$ cat src/rtl/tdc_readout_arbiter.sv
// tdc_readout_arbiter
// Round-robin merger that drains several first-word-fall-through TDC readout
// FIFOs into one registered valid/ready stream. Each grant reads at most
// MAX_BURST words from one source. One arbitration cycle separates grants.
// The source index travels with each word as sideband. A saturating count of
// accepted words is also kept.
module tdc_readout_arbiter #(
  parameter int NSRC      = 4,
  parameter int SRC_BITS  = 2,
  parameter int MAX_BURST = 16
) (
  input  logic                 BUS_CLK,
  input  logic                 RST,
  input  logic [NSRC-1:0]      SRC_EN,
  input  logic [NSRC-1:0]      SRC_EMPTY,
  input  logic [NSRC*32-1:0]   SRC_DATA,
  output logic [NSRC-1:0]      SRC_READ,
  output logic [31:0]          OUT_DATA,
  output logic [SRC_BITS-1:0]  OUT_SRC,
  output logic                 OUT_VALID,
  input  logic                 OUT_READY,
  output logic                 BUSY,
  output logic [31:0]          WORD_CNT
);

  typedef enum logic [0:0] {
    IDLE  = 1'b0,
    GRANT = 1'b1
  } state_t;

  localparam logic [7:0]          BURST_LAST = 8'(MAX_BURST - 1);
  localparam logic [SRC_BITS-1:0] LAST_INIT  = SRC_BITS'(NSRC - 1);

  state_t              state_r, state_s;
  logic [SRC_BITS-1:0] grant_r, grant_s;
  logic [SRC_BITS-1:0] last_r, last_s;
  logic [7:0]          burst_cnt_r, burst_cnt_s;

  logic                space_s;
  logic                rd_s;
  logic                exit_s;
  logic                found_s;
  logic [SRC_BITS-1:0] found_idx_s;
  logic [SRC_BITS-1:0] scan_idx_s;
  logic [31:0]         head_s;

  // Round-robin scan: first enabled, non-empty source after the last one served.
  always_comb begin
    found_s     = 1'b0;
    found_idx_s = '0;
    scan_idx_s  = '0;
    // Walk from farthest to nearest so the nearest candidate wins.
    for (int k = NSRC; k >= 1; k--) begin
      scan_idx_s = SRC_BITS'((int'(last_r) + k) % NSRC);
      if (SRC_EN[scan_idx_s] && !SRC_EMPTY[scan_idx_s]) begin
        found_s     = 1'b1;
        found_idx_s = scan_idx_s;
      end else begin
        found_s     = found_s;
      end
    end
  end

  // Pop qualification, burst-end detection and the granted FIFO head.
  always_comb begin
    space_s = !OUT_VALID || OUT_READY;
    head_s  = SRC_DATA[{grant_r, 5'd0} +: 32];
    rd_s    = (state_r == GRANT) && SRC_EN[grant_r] && !SRC_EMPTY[grant_r] && space_s;
    // The empty flag is the current-cycle one, so a source drained by this
    // cycle's pop is released only on the following cycle.
    exit_s  = (state_r == GRANT) &&
              ((rd_s && (burst_cnt_r == BURST_LAST)) ||
               SRC_EMPTY[grant_r] || !SRC_EN[grant_r]);
  end

  // Pop strobe to the granted source, forced off while reset is asserted.
  always_comb begin
    SRC_READ = '0;
    if (rd_s && !RST) begin
      SRC_READ[grant_r] = 1'b1;
    end else begin
      SRC_READ = '0;
    end
  end

  // FSM next-state: arbitrate in IDLE, count the burst and release in GRANT.
  always_comb begin
    state_s     = state_r;
    grant_s     = grant_r;
    last_s      = last_r;
    burst_cnt_s = burst_cnt_r;
    case (state_r)
      IDLE: begin
        if (found_s) begin
          state_s     = GRANT;
          grant_s     = found_idx_s;
          burst_cnt_s = 8'd0;
        end else begin
          state_s     = IDLE;
        end
      end
      GRANT: begin
        if (rd_s) begin
          burst_cnt_s = burst_cnt_r + 8'd1;
        end else begin
          burst_cnt_s = burst_cnt_r;
        end
        if (exit_s) begin
          state_s = IDLE;
          last_s  = grant_r;
        end else begin
          state_s = GRANT;
        end
      end
      default: begin
        state_s = IDLE;
      end
    endcase
  end

  // FSM state register with synchronous reset.
  always_ff @(posedge BUS_CLK) begin
    if (RST) begin
      state_r     <= IDLE;
      grant_r     <= '0;
      last_r      <= LAST_INIT;
      burst_cnt_r <= 8'd0;
    end else begin
      state_r     <= state_s;
      grant_r     <= grant_s;
      last_r      <= last_s;
      burst_cnt_r <= burst_cnt_s;
    end
  end

  // Output holding register and saturating accepted-word counter.
  always_ff @(posedge BUS_CLK) begin
    if (RST) begin
      OUT_DATA  <= 32'd0;
      OUT_SRC   <= '0;
      OUT_VALID <= 1'b0;
      WORD_CNT  <= 32'd0;
    end else begin
      if (rd_s) begin
        OUT_DATA  <= head_s;
        OUT_SRC   <= grant_r;
        OUT_VALID <= 1'b1;
      end else if (OUT_VALID && OUT_READY) begin
        OUT_VALID <= 1'b0;
      end else begin
        OUT_VALID <= OUT_VALID;
      end
      if (OUT_VALID && OUT_READY && (WORD_CNT != 32'hFFFF_FFFF)) begin
        WORD_CNT <= WORD_CNT + 32'd1;
      end else begin
        WORD_CNT <= WORD_CNT;
      end
    end
  end

  assign BUSY = (state_r == GRANT);

endmodule

$ cat config.mk
export PLATFORM = sky130hd
export DESIGN_NAME = tdc_readout_arbiter
export DESIGN_NICKNAME = d
export VERILOG_FILES = /design/src/rtl/tdc_readout_arbiter.sv
export SDC_FILE = /design/constraint.sdc
export NUM_CORES = 1
export LEC_CHECK = 0
export CAP_MARGIN = 20
export CORE_ASPECT_RATIO = 1.75
export CORE_MARGIN = 5
export CORE_UTILIZATION = 44
export CTS_CLUSTER_DIAMETER = 150
export DETAILED_ROUTE_END_ITERATION = 8
export GPL_TIMING_DRIVEN = 1
export PLACE_DENSITY = 0.91
export SLEW_MARGIN = 10
export SYNTH_ARGS = -nofsm -noshare
export SYNTH_HDL_FRONTEND = slang
export SYNTH_SLANG_ARGS = --single-unit
$ cat constraint.sdc
create_clock -name BUS_CLK -period 4.51 [get_ports BUS_CLK]
set_input_delay 0.902 -clock BUS_CLK [delete_from_list [all_inputs] [get_ports BUS_CLK]]
set_output_delay 0.902 -clock BUS_CLK [all_outputs]
set_load 0.01 [all_outputs]
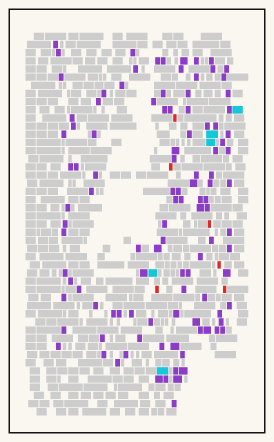
Fig. 1. Gate families picked out (run 1).
Drawn at 3 px/um.
| colour | family | cells |
|---|---|---|
| red | inverters | 6 |
| purple | inverting AOI/OAI gates | 107 |
| cyan | AND-OR and OR-AND gates | 5 |
most instantiated logic cell after routing: sky130_fd_sc_hd__clkdlybuf4s50_1
multi-input gate share of total cell area: 0.374
non-filler instance count after layout: 797

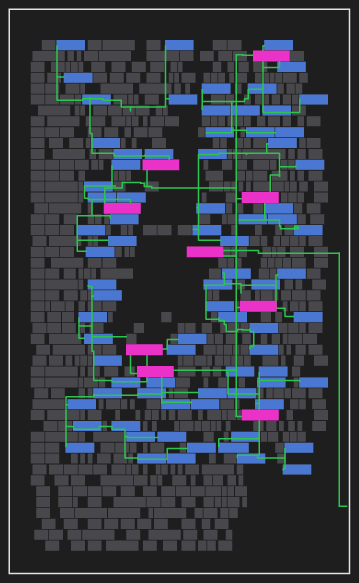
Fig. 2. Routed clock nets over the placement (run 1).
Drawn at 4 px/um.
[magenta] cells driving clock nets | count: 9
[blue] flip-flops | count: 80
[green] clock wires | length: 972 um
routed clock nets: 10
power consumed by the clock network: 0.717 mW
clock network latency to the later pin of the worst-skew pair: 0.34 ns

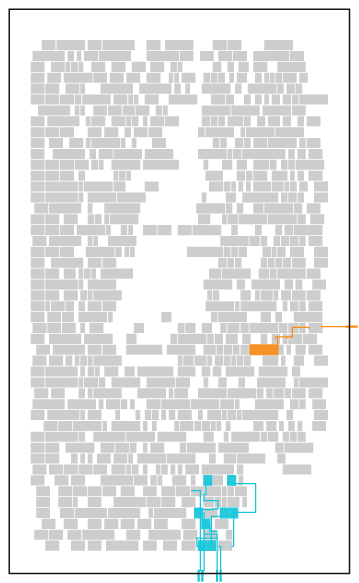
Fig. 3. I/O nets highlighted (run 1).
Drawn at 4 px/um.
| colour | port | direction | end cells | wire |
|---|---|---|---|---|
| orange | OUT_VALID | output | 1 | 20.6 um |
| cyan | SRC_EN | input | 8 | 127 um |
Port-buffer cells: 210
Top Ports: 211

==> run summary, run 1 <==
Notes on the physical design

STA classifies the critical path endpoint as a primary output. The most utilized layer in the global route result is met2. Per the log, the first TritonRoute iteration ended with a DRC count of 201. The most common logic cells in the final layout are sky130_fd_sc_hd__clkdlybuf4s50_1, sky130_fd_sc_hd__nand2_1, sky130_fd_sc_hd__dfxtp_1, sky130_fd_sc_hd__a21oi_1, sky130_fd_sc_hd__mux4_2. The post-place setup slack is 0.325 ns. Detailed routing inserted a total of 4574 vias. The part of the Yosys area used for sequential elements is 0.373. The top cell type's share of synthesized area is 0.373. The height of the die is 141 um. After the last flow step, the layout net total stands at 811. Headroom to the max-slew limit came out at 0.456. Summed over all routing layers, the global router reports a total usage of 0.239. The number of levels in the clock H-tree is 3.

The leakage dissipation is 2.18 nW. For this run, the script counts the antenna cells in the layout as 0. The switching power share of the total is 0.243. After synthesis, the chip area reported by Yosys is 4300 um2. The Yosys step of the flow raised 0 warnings. The fmax is 240 MHz. The part of the power in combinational logic is 0.202. The worst hold path begins at OUT_DATA[11]. The synthesized netlist handed to floorplanning was reported with a cell count of 477. Gates resized during post-CTS repair numbered 0.

Of the available clock period, the critical path in the final layout requires 0.925. The maximum buffer depth of the clock tree is 2. Note that the worst hold path type here is reg -> reg. In this run the register-to-register setup slack is 2.06 ns. The post-synth tally of flip-flops with integrated enable is 0.

The largest area contributor in the netlist is sky130_fd_sc_hd__dfxtp_1. The root buffer cell chosen for the clock tree is sky130_fd_sc_hd__clkbuf_16. Dividing the detail-routed via count by the number of cells gives 5.74. TritonCTS built the clock tree. Of all flip-flops after synthesis, the portion carrying an async set or reset was 0. The data required time reported for the critical path is 3.61 ns. The power report attributes to the clock group a share of 0.392. The count of nets left with antenna violations once routing finished came out at 0. The first-pass GRT wire length is 22.6 mm. The number of violations of the max-capacitance limit is 0. The shortest clock period the worst path allows after layout is 4.17 ns.

The critical path class is in -> out. The half-perimeter wire length after placement is 11.5 mm. In the post-synthesis netlist, the biggest area contributors are sky130_fd_sc_hd__dfxtp_1, sky130_fd_sc_hd__mux4_2, sky130_fd_sc_hd__a21oi_1.

At the pin with the least slew margin, the transition time is 0.815 ns. Routability-driven placement finished with a final weighted congestion of 0.859. Global routing finished with a remaining overflow of 0.

The tally of OpenROAD warnings is 26. The row count is 47. According to the floorplan report, the total die area is 11900 um2. The sequential group share of total power is 0.407. The count of instantiated cells in the yosys netlist is 477. The final hold violation count recorded for this run is 0.

The number of placed instances with taps included is 781. Data on the critical path arrives at its endpoint at 3.27 ns. IR analysis of the VDD net gives a maximum drop of 0.000174 V. When the netlist entered floorplanning its net count stood at 618.

The layout-stage area growth over the synthesis result is 56.5%. The die extent in x is 84.7 um. The number of antenna violations at the first check in global routing is 0. The reg-to-reg startpoint is WORD_CNT[12]. The number of different library cells used by synthesis comes to 47.

Setup repair after global routing left no endpoint under its margin. The detailed-route wire length is 14.6 mm. Per the timing report, the biggest fanout along the worst path comes to 8. Counting pins that exceed their max-slew limit in the final report gives 0.

The fraction of met3 tracks used by global routing is 0.0590. The number of buffers inserted to repair setup after CTS is 0. The CTS buffer count is 9. The via count of the first global-routing pass came to 4825. Of the cells placed in the final design, the portion with a size suffix greater than 1 is 0.107. TritonCTS reports the number of clock sinks as 80. The power density over the cells is 272 nW/um2. For this run, global-route usage on met2 was measured as 0.457. After floorplanning, the core was sized to cover 9530 um2. The DRC violation count after routing is 0. The run finished with clean final reports. The netlist area before placement is 4300 um2. The number of filler cells placed in the layout is 747. The slack of the critical path is 0.337 ns. The reported net switching power is 0.445 mW. On the final layout, the worst clock skew is 0.00843 ns.

The post-synthesis area per instance is 9.00 um2. The clock-pin slew on the worst setup and hold paths is 0.06 ns. The power report lists cell-internal power as 1.38 mW.

The synthesized flop and latch total is 80. The met1 usage in global routing is 0.218. The average routed wire per standard cell is 18.3 um. In the floorplan report the effective utilization is 0.451. Setup violations remaining at the end of the flow were counted as 0. The critical path launch point type is a primary input. Entering global routing, the biggest net connects 80 pins. The number of iterations in the first detailed-routing pass is 5.

OpenSTA lists the critical path startpoint as SRC_EN[3]. The total negative setup slack is 0 ns. For this design, the CTS-stage hold fixing added 0 buffers. The most used flip-flop cell after synthesis is sky130_fd_sc_hd__dfxtp_1.
## run 1: metrics by stage
| step | util | power, mW | hold slack (ns) | cell area, um2 |
|---|---|---|---|---|
| 2_1_floorplan | - | 0.941 | 0.458 | 4300 |
| 3_3_place_gp | 0.674 | 1.11 | 0.441 | 6420 |
| 5_1_grt | 0.706 | 1.90 | 0.477 | 6720 |
| 3_5_place_dp | 0.674 | 1.13 | 0.451 | 6420 |
| 6_report | 0.706 | 1.83 | 0.458 | 6720 |
| 4_1_cts | 0.706 | 1.84 | 0.459 | 6720 |
## run 1: worst max-delay path: stages
cell and delay [ns]:
sky130_fd_sc_hd__clkdlybuf4s50_1 0.48, sky130_fd_sc_hd__nor2b_1 0.29, sky130_fd_sc_hd__mux4_2 0.39, sky130_fd_sc_hd__nand3_1 0.23
sky130_fd_sc_hd__nor4b_1 0.36, sky130_fd_sc_hd__clkdlybuf4s50_1 0.61
## run 1: path summary, 6_finish.rpt
| path | to | cells after the start |
|---|---|---|
| max reg2reg | WORD_CNT[31] | 5 |
| min | OUT_DATA[11] | 2 |
| max | SRC_READ[2] | 6 |
| min reg2reg | OUT_DATA[11] | 2 |
## run 1: power by group through the flow
stage          sequential [mW]  combinational, mW  clock [mW]
2_1_floorplan            0.761              0.180           0
3_3_place_gp             0.757              0.356           0
3_5_place_dp             0.759              0.370           0
4_1_cts                  0.743              0.371       0.729
5_1_grt                  0.746              0.393       0.761
6_report                 0.744              0.369       0.717
## run 1: registers in the layout, summed over array words and instances (netlist names)
name	cells
last_r	2
OUT_DATA	32
WORD_CNT	32
burst_cnt_r	8
OUT_VALID	1
OUT_SRC	2
grant_r	2
BUSY	1
## run 1: routing by layer
layer / wire (um) / vias up
li1: - / 2149
met1: 4660 / 2141
met2: 7940 / 227
met3: 1130 / 57
met4: 838 / 0
met5: 0 / -
## run 1: cell families (layout without fill, tap and decap cells)
group,count (synthesis),count (layout),share of synthesized area
AOI/OAI and AO/OA,112,112,0.145
xor gates and xnor gates,6,6,0.0122
adders and majority gates,2,2,0.00582
buffers and inverters,39,237,0.0422
DFF,80,80,0.373
muxes,37,37,0.183
and+or+nand+nor,201,201,0.239
## run 1: cells in the mapped netlist (all sizes together), types with 5 or more instances
cell    count
and3        5
nor2       21
dfxtp      80
nand2      85
o31ai       8
mux4       33
clkbuf     14
nand4      11
buf        19
xor2        5
nand2b      6
and4        6
nand3      17
or3        23
a21oi      68
or4         6
o21ai      25
and2        5
inv         6
## run 1: layout make-up
type	instances	area, um2	share of cell area
Clock inverter	7	72.6	0.0108
Inverter	6	22.5	0.00335
Timing Repair Buffer	215	2130	0.318
Sequential cell	80	1600	0.238
Clock buffer	9	225	0.0335
Multi-Input combinational cell	358	2510	0.374
Tap cell	122	153	0.0227
==> run 2, diff against run 1 <==
--- a/config.mk
+++ b/config.mk
@@ -8,11 +8,12 @@
 export CAP_MARGIN = 20
 export CORE_ASPECT_RATIO = 1.75
 export CORE_MARGIN = 5
-export CORE_UTILIZATION = 44
+export CORE_UTILIZATION = 60
 export CTS_CLUSTER_DIAMETER = 150
 export DETAILED_ROUTE_END_ITERATION = 8
+export DONT_BUFFER_PORTS = 1
 export GPL_TIMING_DRIVEN = 1
-export PLACE_DENSITY = 0.91
+export PLACE_DENSITY = 0.81
 export SLEW_MARGIN = 10
 export SYNTH_ARGS = -nofsm -noshare
 export SYNTH_HDL_FRONTEND = slang
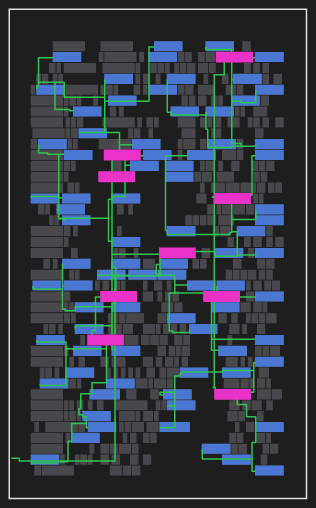
Fig. 4. Routed clock nets over the placement (run 2).
Drawn at 4 px/um.
[magenta] cells driving clock nets | count: 9
[green] clock wires | length: 975 um
[blue] flip-flops | count: 80
routed clock nets: 10
proportion of power drawn by the clock network: 0.389
power consumed by the clock network: 0.599 mW
Clock Skew: 0.00608 ns

==> run 2 against run 1 <==
  * Setup slack better by 0.35 ns
  * Clock-buffer cell count unchanged
  * Non-clock buffer count down 212
  * Via count shrank 20%
  * Register-to-register slack worse by 0.43 ns
  * Routed wire length fell by 16%
==> run summary, run 2 <==
Notes on the physical design

The flow ran to the end, and the final reports show no timing, DRC or antenna violations. The layout-stage area growth over the synthesis result is 4.75%. Looking at the reg2reg group, the worst path ends at burst_cnt_r[1].

The remaining max-slew budget at the tightest pin was 0.437 (-0.0193). The maximum buffer depth of the clock tree was 2 (unchanged). The capture point of the critical path was reported as SRC_READ[0].

The largest registers in the layout are OUT_DATA (32), WORD_CNT (32), burst_cnt_r (8). The kind of capture point of the worst setup path is a primary output. The number of hold violations in the final report is 0 (unchanged). The top fanout value on the critical path is 40 (+32). The number of distinct library cells after synthesis is 47 (unchanged). The sink count of the clock tree came to 80 (unchanged). The power density over the cells is 343 nW/um2 (+26%). Ranked by instance count, the synthesized netlist is headed by sky130_fd_sc_hd__nand2_1, sky130_fd_sc_hd__dfxtp_1, sky130_fd_sc_hd__a21oi_1. The count of buffers inserted at the top-level ports was 0 (-100%). The via count of the routed design is 3660 (-20%). The via count of the first global-routing pass is 3558 (-26%). The shortest clock period the worst path allows after layout came to 3.82 ns (-0.354 ns).

The worst setup path is launched from a flip-flop. The sum of internal, switching and leakage power is 1.54 mW (-16%). The leftover overflow at the end of global routing is 0 (unchanged). The number of hold-repair buffers added at the cts stage was 0 (unchanged).

The number of placed instances with taps included was 531 (-32%). STA lists the startpoint of the worst register-to-register path as grant_r[1]. The required time at the endpoint of the critical path is 3.61 ns (about the same). The number of synthesis warnings was 0 (unchanged).

Among all cell types in the netlist, the one instantiated most often is sky130_fd_sc_hd__nand2_1. The area occupied by registers is 1600 um2 (about the same). The worst reg-to-reg setup slack was 1.63 ns (-0.43 ns). The placeable core region was 6910 um2 (-28%). The most instantiated flip-flop cell in the synthesis netlist is sky130_fd_sc_hd__dfxtp_1. The row count is 40 (-15%). The total negative setup slack is 0 ns (unchanged).

The depth of the worst register-to-register path is 5 (unchanged). Yosys attributes the largest share of cell area to sky130_fd_sc_hd__dfxtp_1, sky130_fd_sc_hd__mux4_2, sky130_fd_sc_hd__a21oi_1. The die outline area came to 9020 um2 (-24%). The insertion delay at the late pin of the worst-skew pair is 0.33 ns (about the same). The post-layout instance count excluding filler cells is 543 (-32%). The number of nets in the final layout is 599 (-26%). The detailed-route wire length is 12.2 mm (-16%).

Per the cell usage report, the commonest logic cells after layout are sky130_fd_sc_hd__nand2_1, sky130_fd_sc_hd__dfxtp_1, sky130_fd_sc_hd__a21oi_1, sky130_fd_sc_hd__mux4_2, sky130_fd_sc_hd__o21ai_0. The largest net degree at the start of global routing came to 84 (+5.0%). The height of the die was 122 um (-13%). The most numerous logic cell after layout is sky130_fd_sc_hd__nand2_1. The leakage dissipation was 1.35 nW (-38%). The post-synth tally of flip-flops with integrated enable is 0 (unchanged). The number of buffers inserted to repair setup after CTS came to 0 (unchanged). The DRC violation count after routing is 0 (unchanged). The top cell type's share of synthesized area was 0.373 (unchanged). The count of nets left with antenna violations after detail routing is 0 (unchanged).

The clock-pin slew on the worst setup and hold paths is 0.05 ns (about the same). The worst-margin pin slew was 0.844 ns (+0.0290 ns). The ratio of routed vias to standard cells is 6.74 (+17%). The post-place setup slack is 0.821 ns (+0.496 ns). The fraction of layout cells with a size suffix above 1 is 0.138 (+0.0315). The number of filler cells placed in the layout was 562 (-25%).

The number of levels in the clock H-tree came to 3 (unchanged). The synthesized flop and latch total is 80 (unchanged). The part of the Yosys area used for sequential elements came to 0.373 (unchanged). TritonCTS built the clock tree. The tally of OpenROAD warnings is 26 (unchanged). The number of primary I/O pins is 211 (unchanged). The number of iterations in the first detailed-routing pass is 5 (unchanged). The CTS buffer count came to 9 (unchanged).
-- run 2: cell counts after synthesis --
Identical to the previous run, type by type.
-- run 2: through the flow --
step                hold WS (ns)  cell area, um2
finish                     0.494            4500
global route               0.508            4490
CTS                        0.494            4490
detailed placement         0.486            4270
global placement           0.476            4270
floorplan                  0.458            4300
-- run 2: metal layers --
layer	vias to the layer above	routed length, um	part of all wire	track usage
li1	1725	-	-	-
met1	1704	4220	0.35	0.279
met2	200	6190	0.51	0.446
met3	29	1390	0.11	0.105
met4	2	391	0.032	0.136
met5	-	10	0.00082	0
-- run 2: logic make-up (layout without fill, tap and decap cells) --
| kind of cell | after synthesis | in the layout | share of synthesized area |
|---|---|---|---|
| xor+xnor | 6 | 6 | 0.0122 |
| mux | 37 | 37 | 0.183 |
| compound gates | 112 | 112 | 0.145 |
| simple gates | 201 | 201 | 0.239 |
| fa+ha+maj | 2 | 2 | 0.00582 |
| buf+inv | 39 | 18 | 0.0422 |
| flops | 80 | 80 | 0.373 |
| other cells | 0 | 3 | 0 |
-- run 2: critical path: stages (launching register included) --
cell                      delay, ns
sky130_fd_sc_hd__dfxtp_2       0.87
sky130_fd_sc_hd__mux4_2        0.46
sky130_fd_sc_hd__nand3_1       0.51
sky130_fd_sc_hd__nor4_1        0.74
-- run 2: area by class of cell --
class	count	share of cell area
sequential	80	0.357
tap	84	0.0234
inverter	6	0.00501
timing repair buffer	3	0.00501
multi-input combinational	358	0.558
antenna	3	0.00167
clock buffer	9	0.0501
-- run 2: how the worst min path moves through the flow --
stage                     slack, ns             end      startpoint  cells past startpoint
after floorplan                0.46  burst_cnt_r[0]  burst_cnt_r[0]                      1
after global placement         0.48  burst_cnt_r[0]  burst_cnt_r[0]                      1
after detailed placement       0.49  burst_cnt_r[0]  burst_cnt_r[0]                      1
after CTS                      0.49  burst_cnt_r[0]  burst_cnt_r[0]                      1
after global routing           0.51  burst_cnt_r[0]  burst_cnt_r[0]                      1
final                          0.49  burst_cnt_r[0]  burst_cnt_r[0]                      1
-- run 2: report_power, final --
| group | total, mW | switching [mW] | internal, mW |
|---|---|---|---|
| registers | 0.766 | 0.0384 | 0.728 |
| logic | 0.176 | 0.0755 | 0.101 |
| clock network | 0.599 | 0.249 | 0.350 |
Power figures rest on the tool's default switching activity, not on a simulated workload.
